$ cat src/rtl/match_ctrl.sv
// Pong match controller: scores, rounds, serve/point pacing, ball enable and sound gating.
// All outputs are registered; events take effect on the edge after their pulse.
module match_ctrl #(
    parameter int unsigned WIN_SCORE        = 9,
    parameter int unsigned POINTS_PER_ROUND = 3,
    parameter int unsigned SERVE_FRAMES     = 60,
    parameter int unsigned POINT_FRAMES     = 30,
    parameter int unsigned SOUND_FRAMES     = 6
) (
    input  logic       clk,
    input  logic       reset,
    input  logic       frame_tick,
    input  logic       start,
    input  logic       miss_left,
    input  logic       miss_right,
    input  logic       paddle_hit,
    output logic [3:0] left_score,
    output logic [3:0] right_score,
    output logic [1:0] round,
    output logic       ball_enable,
    output logic       serve_dir,
    output logic       sound_on,
    output logic       game_over
);

    localparam logic [3:0] WIN       = 4'(WIN_SCORE);
    localparam logic [4:0] PPR       = 5'(POINTS_PER_ROUND);
    localparam logic [7:0] SERVE_CNT = 8'(SERVE_FRAMES);
    localparam logic [7:0] POINT_CNT = 8'(POINT_FRAMES);
    localparam logic [7:0] SOUND_CNT = 8'(SOUND_FRAMES);

    typedef enum logic [2:0] {
        S_IDLE,
        S_SERVE,
        S_PLAY,
        S_POINT,
        S_OVER
    } state_t;

    state_t     state_q, state_d;
    logic [7:0] cnt_q, cnt_d;
    logic [7:0] snd_q, snd_d;
    logic [3:0] left_q, left_d;
    logic [3:0] right_q, right_d;
    logic [1:0] round_q, round_d;
    logic [4:0] total_q, total_d;
    logic       dir_q, dir_d;
    logic       ball_q, ball_d;
    logic       sound_q, sound_d;
    logic       over_q, over_d;
    logic       start_q;
    logic       point;

    always_comb begin
        state_d = state_q;
        cnt_d   = cnt_q;
        snd_d   = snd_q;
        left_d  = left_q;
        right_d = right_q;
        round_d = round_q;
        total_d = total_q;
        dir_d   = dir_q;
        point   = 1'b0;

        case (state_q)
            S_IDLE: begin
                if (start) begin
                    state_d = S_SERVE;
                    cnt_d   = SERVE_CNT;
                    left_d  = '0;
                    right_d = '0;
                    round_d = '0;
                    total_d = '0;
                    dir_d   = 1'b0;
                end
            end
            S_SERVE: begin
                if (frame_tick) begin
                    cnt_d = cnt_q - 8'd1;
                    if (cnt_q == 8'd1) state_d = S_PLAY;
                end
            end
            S_PLAY: begin
                // Simultaneous misses cancel out: no point, play continues.
                if (miss_left ^ miss_right) begin
                    point = 1'b1;
                    if (miss_left) begin
                        if (right_q < WIN) right_d = right_q + 4'd1;
                        dir_d = 1'b0;
                    end else begin
                        if (left_q < WIN) left_d = left_q + 4'd1;
                        dir_d = 1'b1;
                    end
                    total_d = total_q + 5'd1;
                    if ((total_d % PPR) == '0 && round_q != 2'd3) round_d = round_q + 2'd1;
                    state_d = S_POINT;
                    cnt_d   = POINT_CNT;
                end
            end
            S_POINT: begin
                if (left_q == WIN || right_q == WIN) begin
                    state_d = S_OVER;
                end else if (frame_tick) begin
                    cnt_d = cnt_q - 8'd1;
                    if (cnt_q == 8'd1) begin
                        state_d = S_SERVE;
                        cnt_d   = SERVE_CNT;
                    end
                end
            end
            S_OVER: begin
                if (start && !start_q) begin
                    state_d = S_SERVE;
                    cnt_d   = SERVE_CNT;
                    left_d  = '0;
                    right_d = '0;
                    round_d = '0;
                    total_d = '0;
                end
            end
            default: state_d = S_IDLE;
        endcase

        if (paddle_hit || point) begin
            snd_d = SOUND_CNT;
        end else if (frame_tick && snd_q != '0) begin
            snd_d = snd_q - 8'd1;
        end

        ball_d  = (state_d == S_PLAY);
        over_d  = (state_d == S_OVER);
        sound_d = (snd_d != '0);
    end

    always_ff @(posedge clk or posedge reset) begin
        if (reset) begin
            state_q <= S_IDLE;
            cnt_q   <= '0;
            snd_q   <= '0;
            left_q  <= '0;
            right_q <= '0;
            round_q <= '0;
            total_q <= '0;
            dir_q   <= 1'b0;
            ball_q  <= 1'b0;
            sound_q <= 1'b0;
            over_q  <= 1'b0;
            start_q <= 1'b0;
        end else begin
            state_q <= state_d;
            cnt_q   <= cnt_d;
            snd_q   <= snd_d;
            left_q  <= left_d;
            right_q <= right_d;
            round_q <= round_d;
            total_q <= total_d;
            dir_q   <= dir_d;
            ball_q  <= ball_d;
            sound_q <= sound_d;
            over_q  <= over_d;
            start_q <= start;
        end
    end

    assign left_score  = left_q;
    assign right_score = right_q;
    assign round       = round_q;
    assign ball_enable = ball_q;
    assign serve_dir   = dir_q;
    assign sound_on    = sound_q;
    assign game_over   = over_q;

endmodule
$ cat config.mk
export PLATFORM = sky130hd
export DESIGN_NAME = match_ctrl
export DESIGN_NICKNAME = d
export VERILOG_FILES = /design/src/rtl/match_ctrl.sv
export SDC_FILE = /design/constraint.sdc
export NUM_CORES = 1
export LEC_CHECK = 0
export CAP_MARGIN = 20
export CORE_ASPECT_RATIO = 0.7
export CORE_MARGIN = 5
export CORE_UTILIZATION = 24
export DETAILED_ROUTE_END_ITERATION = 12
export PLACE_DENSITY = 0.42
export SYNTH_ARGS = -nofsm -noshare
export SYNTH_HDL_FRONTEND = slang
export SYNTH_SLANG_ARGS = --single-unit
$ cat constraint.sdc
create_clock -name clk -period 4.4 [get_ports clk]
set_input_delay 1.32 -clock clk [delete_from_list [all_inputs] [get_ports clk]]
set_output_delay 1.32 -clock clk [all_outputs]
set_load 0.02 [all_outputs]
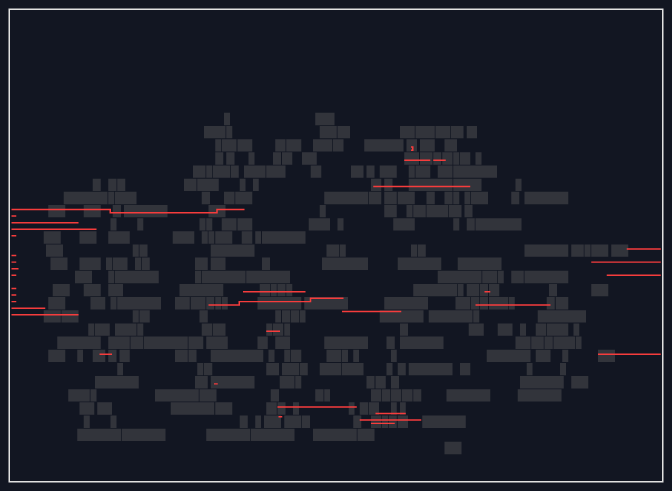
Fig. 1. Met3 routing (run 1).
Cells faint in the background.
nets with wire on the layer: 30
share of all routed wire: 4.7%
wire length on this layer: 294 um
longest straight run: 22.1 um
main direction: horizontal

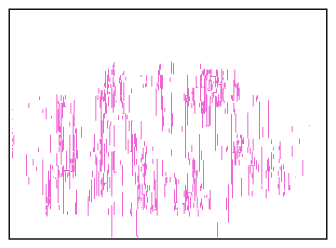
Fig. 2. Metal 2 (run 1).
share of all routed wire: 38%
nets with wire on the layer: 264
main direction: vertical
longest straight run: 29.9 um
wire length on this layer: 2390 um

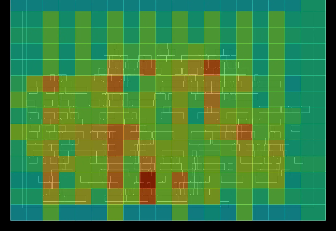
Fig. 3. Track usage over the die (run 1).
routing usage on met2: 12.9%
Global Route met1 Usage: 16.0%
met3 usage: 2.80%
Finished Core Util: 30.4%
drt wl/cell: 13.5 um

-- run 1: per-stage QoR --
step                      setup WS, ns  std cells  utilization [%]
final                            0.236        464             30.4
after global routing           0.00965        464             30.4
after CTS                       0.0904        464             30.1
after detailed placement        0.0975        456             28.5
after global placement           0.182        456             28.5
after floorplan                  0.449        293                -
-- run 1: worst max-delay path: stages, from the launching register on --
cell	delay, ns
dfrtp_2	0.47
nand3_1	0.20
xor2_1	0.25
inv_1	0.12
ha_4	0.19
inv_1	0.10
xnor3_1	0.38
mux2i_1	0.18
a21oi_2	0.17
a31oi_1	0.05
mux2_2	0.26
ha_1	0.22
nand2b_1	0.19
o31ai_1	0.21
mux2i_1	0.13
or4b_1	0.53
a211o_1	0.31
o22ai_1	0.12
==> results.txt, run 1 <==
yosys + openroad results -> AND/OR/NAND/NOR Cells, Area Fraction=a little over a fifth, Clock Power=between 0.4 and 0.5 mW, Highest Clock Rate=240 MHz, First-pass DRT Iterations=4, VDD IR-drop max=0.156 mV, Latency at later pin=roughly 0.28 ns, Max FO, Critical Path=9, seq pwr=slightly below 0.5 mW, XOR/XNOR Area Share=under 10%, post-synthesis sequential area ratio=roughly 37%, final hold violations=0, Final Power=1.26 mW, Synth Cell Area=2620 sq um, crit path launch type=register, Final ANT Viol Nets=0, root buf cell=clkbuf_16, ClkCell Share=roughly 5.3%, sequential cell area=978 sq um, post-DP HPWL=4630 um, Tool Warnings=34, R2R Setup Slk=0.24 ns, wire length on met3=~300 um, RD Place Congestion=approximately 0.75, Yosys Warn Count=0, Clk network pwr share=32.9%, Syn Area/Cell=around 9 sq um, gr ovfl total=0, met2 wire len=approximately 2400 um, Filler cells=1107, EDFF count, synth=0, share of layout cells above drive strength 1=10.8%, sequential cell fraction of total power=approximately two fifths, largest net degree at the start of global routing=roughly 40, post-placement cell area=roughly 3000 sq um, core footprint=about 11000 sq um, Worst setup startpoint=total_q[2], DRC Markers=0, biggest regs=cnt_q x8, snd_q x8, total_q x5, Setup Buffers After CTS=0, vias post-DR=2163, Top-area cell share=37.3%, combinational power=0.358 mW, shortest period the worst path allows=between 4 and 5 ns, NetSw=0.432 mW, port bufs=20, initial antenna violation count=0, Setup Skew=between 0.007 and 0.008 ns, nonclk buf count=26, Via density=between 4 and 5, final WL=between 6000 and 7000 um, Signal inverters=21, area fraction in mux cells=3.16%, main logic family after synthesis=simple AND/OR/NAND/NOR gates, terminus of the critical flop-to-flop path=round[0], Final TNS setup=0 ns, Setup CP Type=reg -> reg, Adders+Majority by Area=just over 8%, first-pass GRT wire length=about 11000 um, Synth Register Bits=39, biggest area cells=dfrtp_1, ha_1, o21ai_0, multi-input gate count=roughly 220, Floorplan Nets=roughly 320, Slew @ Worst Pin=around 0.58 ns, vias in the first global route=a little over 2000, worst r2r src=total_q[2], CTS Buf Count=5, Critical Path RT=~4.6 ns, uppermost layer routed=met4, Comb gate area=1540 sq um, flip-flops=39, fraction of area in multi-input gates=48.2%, clock sink count=39, yosys aoi share=about 20%, hold_ws=roughly 0.52 ns, fp util=between 20% and 30%, # clk buffers=5, GRT Util Overall=around a tenth, worst-case reg-to-reg path depth=17, hold endpoint=snd_q[1], clock-pin slew on the worst setup and hold paths=~0.060 ns, P&R area growth vs syn=22.3%, # Taps=148, largest power group=registers, die height=slightly below 100 um, NonClk Buf Share=7.67%, ANT cells=0, Leak=around 1.3 nW, final worst path period share=94.6%, CTS tree=built, post-synthesis async set-or-reset flop share=100%, post-cts hold-fix buffer tally=0, RSZ-0062 raised after global routing=no, Clock H-tree levels=2, Crit. End Element=register, combinational power share=~28%, synth cell count leaders=dfrtp_1, nor2_1, o21ai_0, outcome=finished, final reports clean, metal1 wirelength=about 3600 um, Hold Path Origin=snd_q[1], synth unique cells=about 56, max cap viols=0, power density cells=between 300 and 400 nW/um^2, Synth Instances=~290, # IOs=21, Clock Tree Buf Depth=2, WP data arrival=between 4 and 5 ns, post_cts resized=0, Die W=between 100 and 150 um, YS chip area=about 2600 sq um, CP endpoint=round[0], die area=about 13000 sq um, yosys cell count=293, dominant logic cell type in the layout=dfrtp_1, Seq/total area=approximately 30%, sw frac=roughly 34%, initial drt markers=138, Top Layout Cells=dfrtp_1, nor2_1, o21ai_0, largest class=combinational gates, row cnt=31, fin. max-slew vios=0, fin area=roughly 3200 sq um, Yosys top cell by area=dfrtp_1, count leader, synth=dfrtp_1, Hold Path Cell Cnt=1, most crowded layer after global routing=met1, Most used DFF post-synth=dfrtp_1, Hold Crit Class=reg -> reg, Finish-stage setup viols=0, Int Pwr=0.829 mW, Final nets=roughly 340, Slew headroom=between 60 and 70%
## Run 2: what changed since run 1
CORE_ASPECT_RATIO = 1.1   (was 0.7)
==> results.txt, run 2 <==
yosys + openroad results -> outcome=finished, final reports clean (unchanged), XOR/XNOR Area Share=5.22% (unchanged), hold_ws=0.502 ns (was 0.524 ns), Clock Power=0.352 mW (was 0.414 mW), largest power group=registers (unchanged), post-synthesis sequential area ratio=37.3% (unchanged), YS chip area=2620 sq um (unchanged), synth unique cells=56 (unchanged), VDD IR-drop max=0.238 mV (was 0.156 mV), combinational power share=29.6% (was 28.4%), Hold Path Cell Cnt=1 (unchanged), post-synthesis async set-or-reset flop share=100% (unchanged), initial antenna violation count=0 (unchanged), final worst path period share=93.9% (was 94.6%), post-placement cell area=2990 sq um (about the same), vias in the first global route=2087 (was 2067), shortest period the worst path allows=4.13 ns (was 4.16 ns), WP data arrival=4.33 ns (was 4.37 ns), Latency at later pin=0.28 ns (about the same), fin area=3160 sq um (was 3200 sq um), Max FO, Critical Path=7 (was 9), Highest Clock Rate=242 MHz (was 240 MHz), Yosys Warn Count=0 (unchanged), Global Route met1 Usage=11.6% (was 16.0%), vias post-DR=2159 (was 2163), buffer and inverter count on the worst path=1 (was 2), main logic family after synthesis=simple AND/OR/NAND/NOR gates (unchanged), uppermost layer routed=met4 (unchanged), Tool Warnings=34 (unchanged), die area=13100 sq um (about the same), Top Layout Cells=dfrtp_1, nor2_1, o21ai_0 (unchanged), cell family with most CP delay=simple AND/OR/NAND/NOR gates (unchanged), clock sink count=39 (unchanged), biggest area cells=dfrtp_1, ha_1, o21ai_0 (unchanged), row cnt=40 (was 31), gr ovfl total=0 (unchanged), CTS tree=built (unchanged), RD Place Congestion=0.806 (was 0.750), fin. max-slew vios=0 (unchanged), share of layout cells above drive strength 1=10.8% (about the same), Adders+Majority by Area=8.13% (unchanged), Final nets=338 (was 339), Synth Register Bits=39 (unchanged), biggest regs=cnt_q x8, snd_q x8, total_q x5 (unchanged), clock-pin slew on the worst setup and hold paths=0.06 ns (about the same), Leak=1.31 nW (was 1.33 nW), GRT Util Overall=9.66% (was 10.0%), Synth Instances=293 (unchanged), met3 usage=1.73% (was 2.80%), NetSw=0.423 mW (was 0.432 mW), crit path launch type=register (unchanged), Setup CP Type=reg -> reg (unchanged), power density cells=376 nW/um^2 (was 394 nW/um^2), CP most frequent cell=mux2i_1, root buf cell=clkbuf_16 (unchanged), ANT cells=0 (unchanged), combinational power=0.353 mW (was 0.358 mW), final hold violations=0 (unchanged), yosys aoi share=20.1% (unchanged), Setup Buffers After CTS=0 (unchanged), Floorplan Nets=317 (unchanged), Top-area cell share=37.3% (unchanged), Setup WS pre-CTS=0.00911 ns (was 0.0975 ns), drt wl/cell=13.1 um (was 13.5 um), Slew headroom=59.2% (was 61.0%), wire length on met3=132 um (was 293 um), post_cts resized=1 (was 0), routing usage on met2=16.9% (was 12.9%), worst-case reg-to-reg path depth=17 (unchanged), initial drt markers=81 (was 138), Final TNS setup=0 ns (unchanged), P&R area growth vs syn=21.0% (was 22.3%), Crit. End Element=register (unchanged)
## run 2: area by class of cell
type,instances,area [sq um]
well taps,147,184
clock buffers,5,125
inverters,21,78.8
fillers,1168,7650
flip-flops and latches,39,980
repair buffers,25,238
clock inverters,3,15.0
multi-input cells,222,1540
## run 2: worst paths after layout
kind                       startpoint        endpoint  slack, ns
hold reg to reg              snd_q[1]        snd_q[1]       0.50
hold / removal               snd_q[1]        snd_q[1]       0.50
min in group asynchronous       reset  right_score[2]       1.47
setup reg to reg           total_q[0]        round[1]       0.27
setup / recovery           total_q[0]        round[1]       0.27
max in group asynchronous       reset      total_q[2]       2.55
## run 2: metrics by stage
step	total power [mW]	utilization, %
after global routing	1.28	29.3
after detailed placement	0.845	27.6
after CTS	1.21	28.9
after floorplan	0.741	-
final	1.19	29.3
after global placement	0.846	27.6
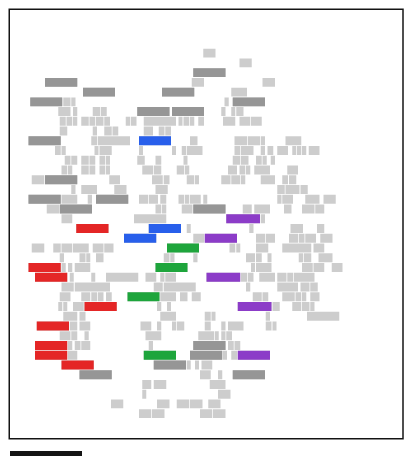
Fig. 4. Where the registers sit (run 2).
The bar under the picture is 20 um long. Other sequential cells in the stronger gray, the rest of the logic in the fainter gray.
| color | signal | flops |
|---|---|---|
| green | left_score | 4 |
| red | snd_q | 8 |
| blue | state_q | 3 |
| purple | total_q | 5 |
not colored: 19

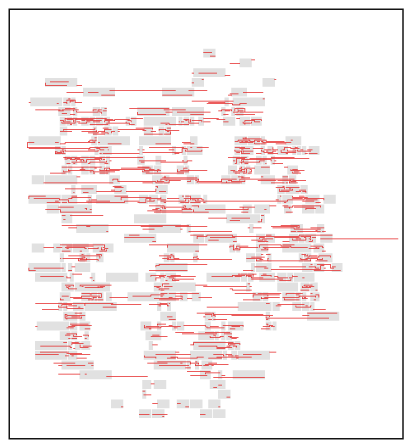
Fig. 5. M1 wires (run 2).
Cells faint in the background.
main direction: horizontal
share of all routed wire: 45%
wire length on this layer: 2740 um
longest straight run: 35.4 um

No activity file was given, so power comes from the tool's default toggle rates.
